**src/rtl/btb_update_unit.sv**
```systemverilog
// btb_update_unit
//   Write-side companion of the fetch-stage BTB. Compares each branch resolved
//   in MEM against the prediction carried down from fetch. On a mismatch it
//   pulses mispredict with the correct fetch PC and opens a squash window in
//   which wrong-path resolutions are dropped. Allocate/update requests for the
//   BTB are queued and drained through a valid/ready write port.
//
// Ports
//   clk, rst_n                      clock, async active-low reset
//   res_valid/pc/taken/target       resolved branch from MEM
//   pred_hit/taken/target           prediction made at fetch
//   stall_out                       queue full, MEM must hold the resolution
//   mispredict, redirect_pc         registered flush pulse and correct PC
//   btb_wr_valid/ready              write-port handshake
//   btb_wr_pc/target/taken/alloc    head update request
//
// state      | meaning
// -----------+---------------------------------------------------------
// ST_RUN     | resolutions accepted, compared and queued
// ST_SQUASH  | wrong-path window, res_valid ignored, queue still drains

module btb_update_unit #(
  parameter int QDEPTH     = 4,
  parameter int SQUASH_CYC = 3
) (
  input  logic        clk,
  input  logic        rst_n,
  input  logic        res_valid,
  input  logic [15:0] res_pc,
  input  logic        res_taken,
  input  logic [15:0] res_target,
  input  logic        pred_hit,
  input  logic        pred_taken,
  input  logic [15:0] pred_target,
  output logic        stall_out,
  output logic        mispredict,
  output logic [15:0] redirect_pc,
  output logic        btb_wr_valid,
  input  logic        btb_wr_ready,
  output logic [15:0] btb_wr_pc,
  output logic [15:0] btb_wr_target,
  output logic        btb_wr_taken,
  output logic        btb_wr_alloc
);

  localparam int PW  = (QDEPTH > 1) ? $clog2(QDEPTH) : 1;
  localparam int CW  = PW + 1;
  localparam int SCW = (SQUASH_CYC > 1) ? $clog2(SQUASH_CYC + 1) : 1;

  localparam logic [0:0] ST_RUN    = 1'b0;
  localparam logic [0:0] ST_SQUASH = 1'b1;

  logic [0:0]     state;
  logic [SCW-1:0] sq_cnt;

  logic [15:0] q_pc     [QDEPTH];
  logic [15:0] q_target [QDEPTH];
  logic        q_taken  [QDEPTH];
  logic        q_alloc  [QDEPTH];

  logic [PW-1:0] head;
  logic [PW-1:0] tail;
  logic [PW-1:0] tail_last;
  logic [CW-1:0] count;

  logic        run;
  logic        full;
  logic        accept;
  logic        eff_taken;
  logic        mp;
  logic        want_enq;
  logic        coalesce;
  logic        push;
  logic        pop;
  logic [15:0] new_target;
  logic        new_alloc;

  assign run       = (state == ST_RUN);
  assign full      = (count == CW'(QDEPTH));
  assign stall_out = full & run;
  assign accept    = res_valid & run & ~full;

  assign eff_taken = pred_hit & pred_taken;
  assign mp        = (eff_taken != res_taken) |
                     (eff_taken & res_taken & (pred_target != res_target));

  // Not-taken misses carry nothing worth storing.
  assign want_enq   = accept & (res_taken | pred_hit);
  assign tail_last  = tail - PW'(1);
  // The head may be mid-handshake, so only fold into the tail when it is
  // a different entry from the head.
  assign coalesce   = want_enq & (count >= CW'(2)) & (q_pc[tail_last] == res_pc);
  assign push       = want_enq & ~coalesce;
  assign pop        = btb_wr_valid & btb_wr_ready;
  assign new_target = res_taken ? res_target : pred_target;
  assign new_alloc  = ~pred_hit;

  // Head fields are gated so every output reads 0 while the queue is empty
  // or held in reset; the storage itself needs no reset.
  assign btb_wr_valid  = (count != '0);
  assign btb_wr_pc     = btb_wr_valid ? q_pc[head]     : 16'h0000;
  assign btb_wr_target = btb_wr_valid ? q_target[head] : 16'h0000;
  assign btb_wr_taken  = btb_wr_valid & q_taken[head];
  assign btb_wr_alloc  = btb_wr_valid & q_alloc[head];

  always_ff @(posedge clk) begin
    if (push) begin
      q_pc[tail]     <= res_pc;
      q_target[tail] <= new_target;
      q_taken[tail]  <= res_taken;
      q_alloc[tail]  <= new_alloc;
    end else if (coalesce) begin
      q_target[tail_last] <= new_target;
      q_taken[tail_last]  <= res_taken;
      q_alloc[tail_last]  <= q_alloc[tail_last] | new_alloc;
    end
  end

  always_ff @(posedge clk or negedge rst_n) begin
    if (!rst_n) begin
      head  <= '0;
      tail  <= '0;
      count <= '0;
    end else begin
      if (push) tail <= tail + PW'(1);
      if (pop)  head <= head + PW'(1);
      case ({push, pop})
        2'b10:   count <= count + CW'(1);
        2'b01:   count <= count - CW'(1);
        default: count <= count;
      endcase
    end
  end

  always_ff @(posedge clk or negedge rst_n) begin
    if (!rst_n) begin
      mispredict  <= 1'b0;
      redirect_pc <= 16'h0000;
    end else begin
      mispredict <= accept & mp;
      if (accept & mp)
        redirect_pc <= res_taken ? res_target : res_pc + 16'd2;
    end
  end

  always_ff @(posedge clk or negedge rst_n) begin
    if (!rst_n) begin
      state  <= ST_RUN;
      sq_cnt <= '0;
    end else begin
      case (state)
        ST_RUN: begin
          if (accept & mp) begin
            state  <= ST_SQUASH;
            sq_cnt <= SCW'(SQUASH_CYC);
          end
        end
        default: begin
          // <= 1 also covers a zero-length window so SQUASH never sticks.
          if (sq_cnt <= SCW'(1)) begin
            state  <= ST_RUN;
            sq_cnt <= '0;
          end else begin
            sq_cnt <= sq_cnt - SCW'(1);
          end
        end
      endcase
    end
  end

endmodule

```
**config.mk**
```make
export PLATFORM = sky130hd
export DESIGN_NAME = btb_update_unit
export DESIGN_NICKNAME = d
export VERILOG_FILES = /design/src/rtl/btb_update_unit.sv
export SDC_FILE = /design/constraint.sdc
export NUM_CORES = 1
export LEC_CHECK = 0
export CORE_AREA = 3 3 124 126
export DETAILED_ROUTE_END_ITERATION = 16
export DIE_AREA = 0 0 127 129
export MAX_ROUTING_LAYER = met4
export PLACE_DENSITY = 0.89
export SYNTH_ARGS = -nofsm -noshare
export SYNTH_HDL_FRONTEND = slang
export SYNTH_SLANG_ARGS = --single-unit
```
**constraint.sdc**
```tcl
create_clock -name clk -period 4.95 [get_ports clk]
set_input_delay 0.7425 -clock clk [delete_from_list [all_inputs] [get_ports clk]]
set_output_delay 0.7425 -clock clk [all_outputs]
set_load 0.05 [all_outputs]
```
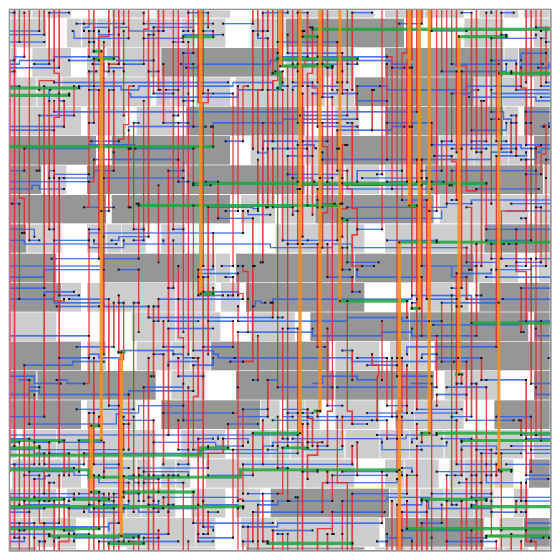
zoom.png
Region (38, 65) to (88, 115) microns. Cells in grey, sequential cells in the stronger grey; small squares are vias.
met4: in orange. met1: in blue. met3: in green. met2: in red.
Sequential cells in the window: 33. 166 logic cells have their middle in the window. Netlist names of flops here include q_target (25), redirect_pc (6). Most frequent: edfxtp_1 (26), o21ai_0 (20), nand2_1 (17).

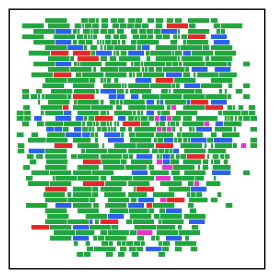
drive_strength.png
(2 px per micron)
drive 1 or less: in green, cells 516. drive 2: in blue, cells 62. drive 6 and up: in red, cells 24. drive 3 to 4: in magenta, cells 13.

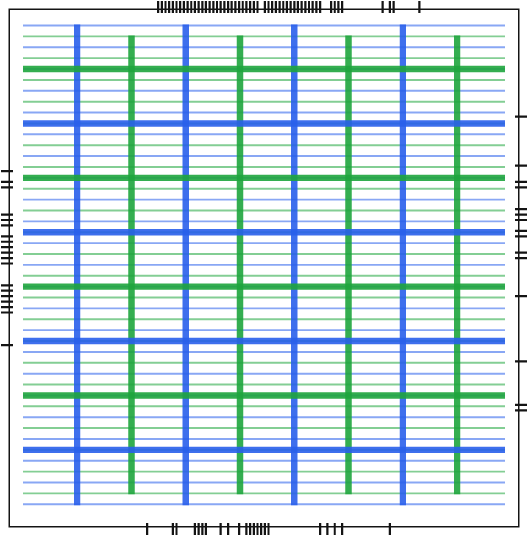
pdn.png
(4 px per micron) Pins as bars on the die edge.
VSS: in blue. VDD: in green.
108 signal pins sit on the boundary. 8 straps on met4. 8 straps on met5. The core has 44 rows.

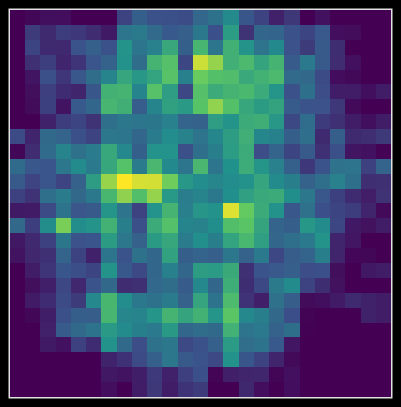
wire_density.png
(3 px per micron) 25 x 26 tiles, from dark purple (low) to yellow (high), scaled to the fullest tile. Values are wire area over tile area, all layers added.
The mean over all tiles is 0.19. 17% of the tiles are nearly empty. The fullest tile reaches 0.65. 20% of the tiles are over half the peak.

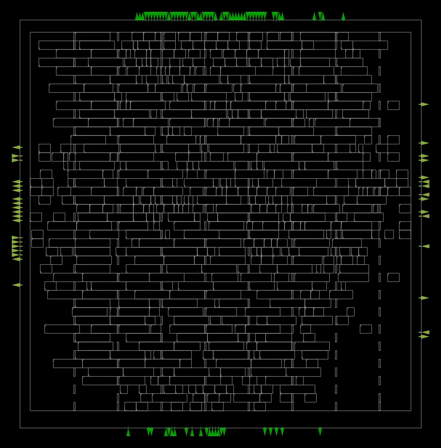
final_placement.png
fin util: 0.6726
core area: 0.01442 sq mm
Layout fillers: 924

==> reports/results.ini <==
[cells_and_area]
drive_gt1_frac = 0.1610
fin_cells = 799
nNetsFinal = 665
mi_logic_area_sq_mm = 0.002859
design_area_sq_mm = 0.009702
regArea_sq_mm = 0.004762
antenna_cells = 0
syn_to_final_growth_pct = 24.24

[clocking]
cts_resized = 0
clk_latency_ns = 0.43
h-tree-depth = 4
numCtsBuffers = 17
clk_pin_slew_worst_paths_ns = 0.06
clock_sinks = 163
cts_tree = done
cts_root_buf = clkbuf_16
cts_max_path_buffers = 2
post_cts_buffers = 0
cts_hold_repair.buffers = 0

[power]
total_power_uw = 6602
p_comb_uw = 3110
worst_ir_drop_vdd_mv = 0.5372
seqPwrFrac = 0.313
power_clock_uw = 1420
leakagePower_uw = 0.003377
pg_seq_uw = 2060
switchingPower_uw = 2644
p_comb_frac = 0.472
p_per_area_mw_per_mm2 = 680.4
power.group.top = combinational cells
p_int_uw = 3957
clockPowerShare = 0.215
switching_share = 0.4005

[yosys]
yosys_warnings = 0
async_reset_ff_frac = 0.1656
ys_ff = 163
synth_top_cell_by_area = edfxtp_1
yosys_area_sq_mm = 0.007809
yosys_cells = 491
yosysMostFrequentCell = edfxtp_1
synthTopCellsByCount = edfxtp_1, and2_1, xnor2_1, mux4_2, o21ai_0
edf_count = 136
flop_cell = edfxtp_1
synth.top_cell.area_share = 0.5230
synth.cell_area_sq_mm = 0.007809
syn_nets = 554
synth.avg_cell_area_sq_um = 15.90
yosys-top-cells-area = edfxtp_1, mux4_2, dfrtp_1
ys_types = 41
netlist_instances = 491
ys_seq_frac = 0.6095

[place]
dp.cells = 767
preCtsSetupSlack_ns = 0.6021
place_area_sq_mm = 0.009065
gp_congestion = 0.8261
portBuffers = 107
hpwlAfterDp_microns = 12370

[setup_path]
cp_num_buf_inv = 3
crit_type = flip-flop to flip-flop
reg2reg_setup_slack_ns = 0.53
cp-endpoint = count[2]
cp-end-kind = flip-flop
crit_path_top_delay_cell = ha_1
r2r_end = count[2]
start_kind = flip-flop
worstRegToRegCells = 14
crit_family = adder cells
critical_path_depth = 14
critPathMaxStageDelay_ns = 0.89
crit_path_cell_trace = inv_1, ha_1, mux4_1, xnor2_1, nand4_1, nor4_4, a21oi_2, inv_1, ha_1, inv_1, fa_1, xor2_1, nor2_1, xor2_1
crit_start = tail[1]
arrival_ns = 4.78
cp_data_required_time_ns = 5.30
crit_top_cell = inv_1
r2r_start = tail[1]
cp_max_fo = 23

[timing]
skew_ns = 0.01043
setup_viol = 0
fmax_mhz = 226.1
setup_ws_ns = 0.5279
min_period_ns = 4.422
drv_slew = 0
fin_hold_ws_ns = 0.4981
tightest_slew_ns = 1.145
finalCritPeriodShare = 0.8933
rsz0062_at_grt = false
relSlewSlack = 0.2368
hold_viol_final = 0
tns_ns = 0

[detailed_routing]
num_vias = 4919
drt_first_iter_violations = 515
drt_wl_total_microns = 18790
maxUsedRoutingLayer = met4
via_per_inst = 6.156
ant_nets = 0
wl_met1_microns = 7214
dr_wl_met2_microns = 9752
first_pass_iters = 5
wl_per_cell_microns = 23.52
met3_length_microns = 1140
drc_errors = 0

[worst_hold_path]
hold_path_class = flip-flop to flip-flop

[job]
warning_count = 30
drv_cap = 0

[global_routing]
grtUsageTotal = 0.2440
use_met3 = 0.05562
grt_pass1_vias = 5211
antenna_found_initial = 0
grt_max_degree = 53
grt_use_met1 = 0.2899
grt_overflow = 0
top_usage_layer = met2
grt_pass1_wl_microns = 28800
met2_usage = 0.3994

[floorplan]
die_x_microns = 127
die_area_sq_mm = 0.01638
die_h_microns = 129
fp_util = 0.5414
rows = 44
ios = 108

[outcome]
status = finished clean

[layout make-up]
cell class	instances	share of cell area
timing repair buffer	115	0.1166
inverter	22	0.008512
tap	184	0.02373
clock buffer	17	0.04385
sequential	163	0.4908
clock inverter	15	0.02180
multi-input combinational	283	0.2947
[flip-flops by register name, summed over array words and instances, names as in the netlist]
name         count
tail             2
head             2
q_target        64
q_alloc          4
count            3
redirect_pc     16
state            1
q_pc            64
sq_cnt           2
q_taken          4
mispredict       1
[logic make-up after synthesis]
| family | synth area share |
|---|---|
| mux | 0.1836 |
| buf+inv | 0.02483 |
| fa+ha+maj | 0.01378 |
| xor+xnor | 0.05720 |
| compound gates | 0.03381 |
| simple gates | 0.07723 |
| flops | 0.6095 |
[how the worst min path moves through the flow]
stage / start / endpoint / slack (ns) / depth (start not counted)
final: redirect_pc[0] / redirect_pc[0] / 0.50 / 2
after global routing: redirect_pc[0] / redirect_pc[0] / 0.53 / 2
after CTS: redirect_pc[0] / redirect_pc[0] / 0.51 / 2
after detailed placement: redirect_pc[0] / redirect_pc[0] / 0.50 / 2
after global placement: redirect_pc[0] / redirect_pc[0] / 0.47 / 2
after floorplan: rst_n / count[0] / 0.45 / 0
[layout by cell type (no fill, tap or decap), types with 2 or more instances in the layout]
cell and n:
a211o_2 2, a21oi_1 3, and2_1 41, and4_1 2, buf_4 8, bufinv_16 5, clkbuf_16 17, clkdlybuf4s50_1 107
clkinv_1 4, clkinv_2 3, clkinv_4 2, dfrtp_1 25, dfrtp_2 2, edfxtp_1 136, ha_1 7, inv_1 21
inv_6 2, mux2_2 16, mux2i_1 5, mux4_1 14, mux4_2 36, nand2_1 29, nand3_1 9, nand4_1 10
nor2_1 6, nor3b_1 2, nor4_4 2, o211ai_1 2, o21ai_0 31, or3_1 2, xnor2_1 40, xor2_1 11
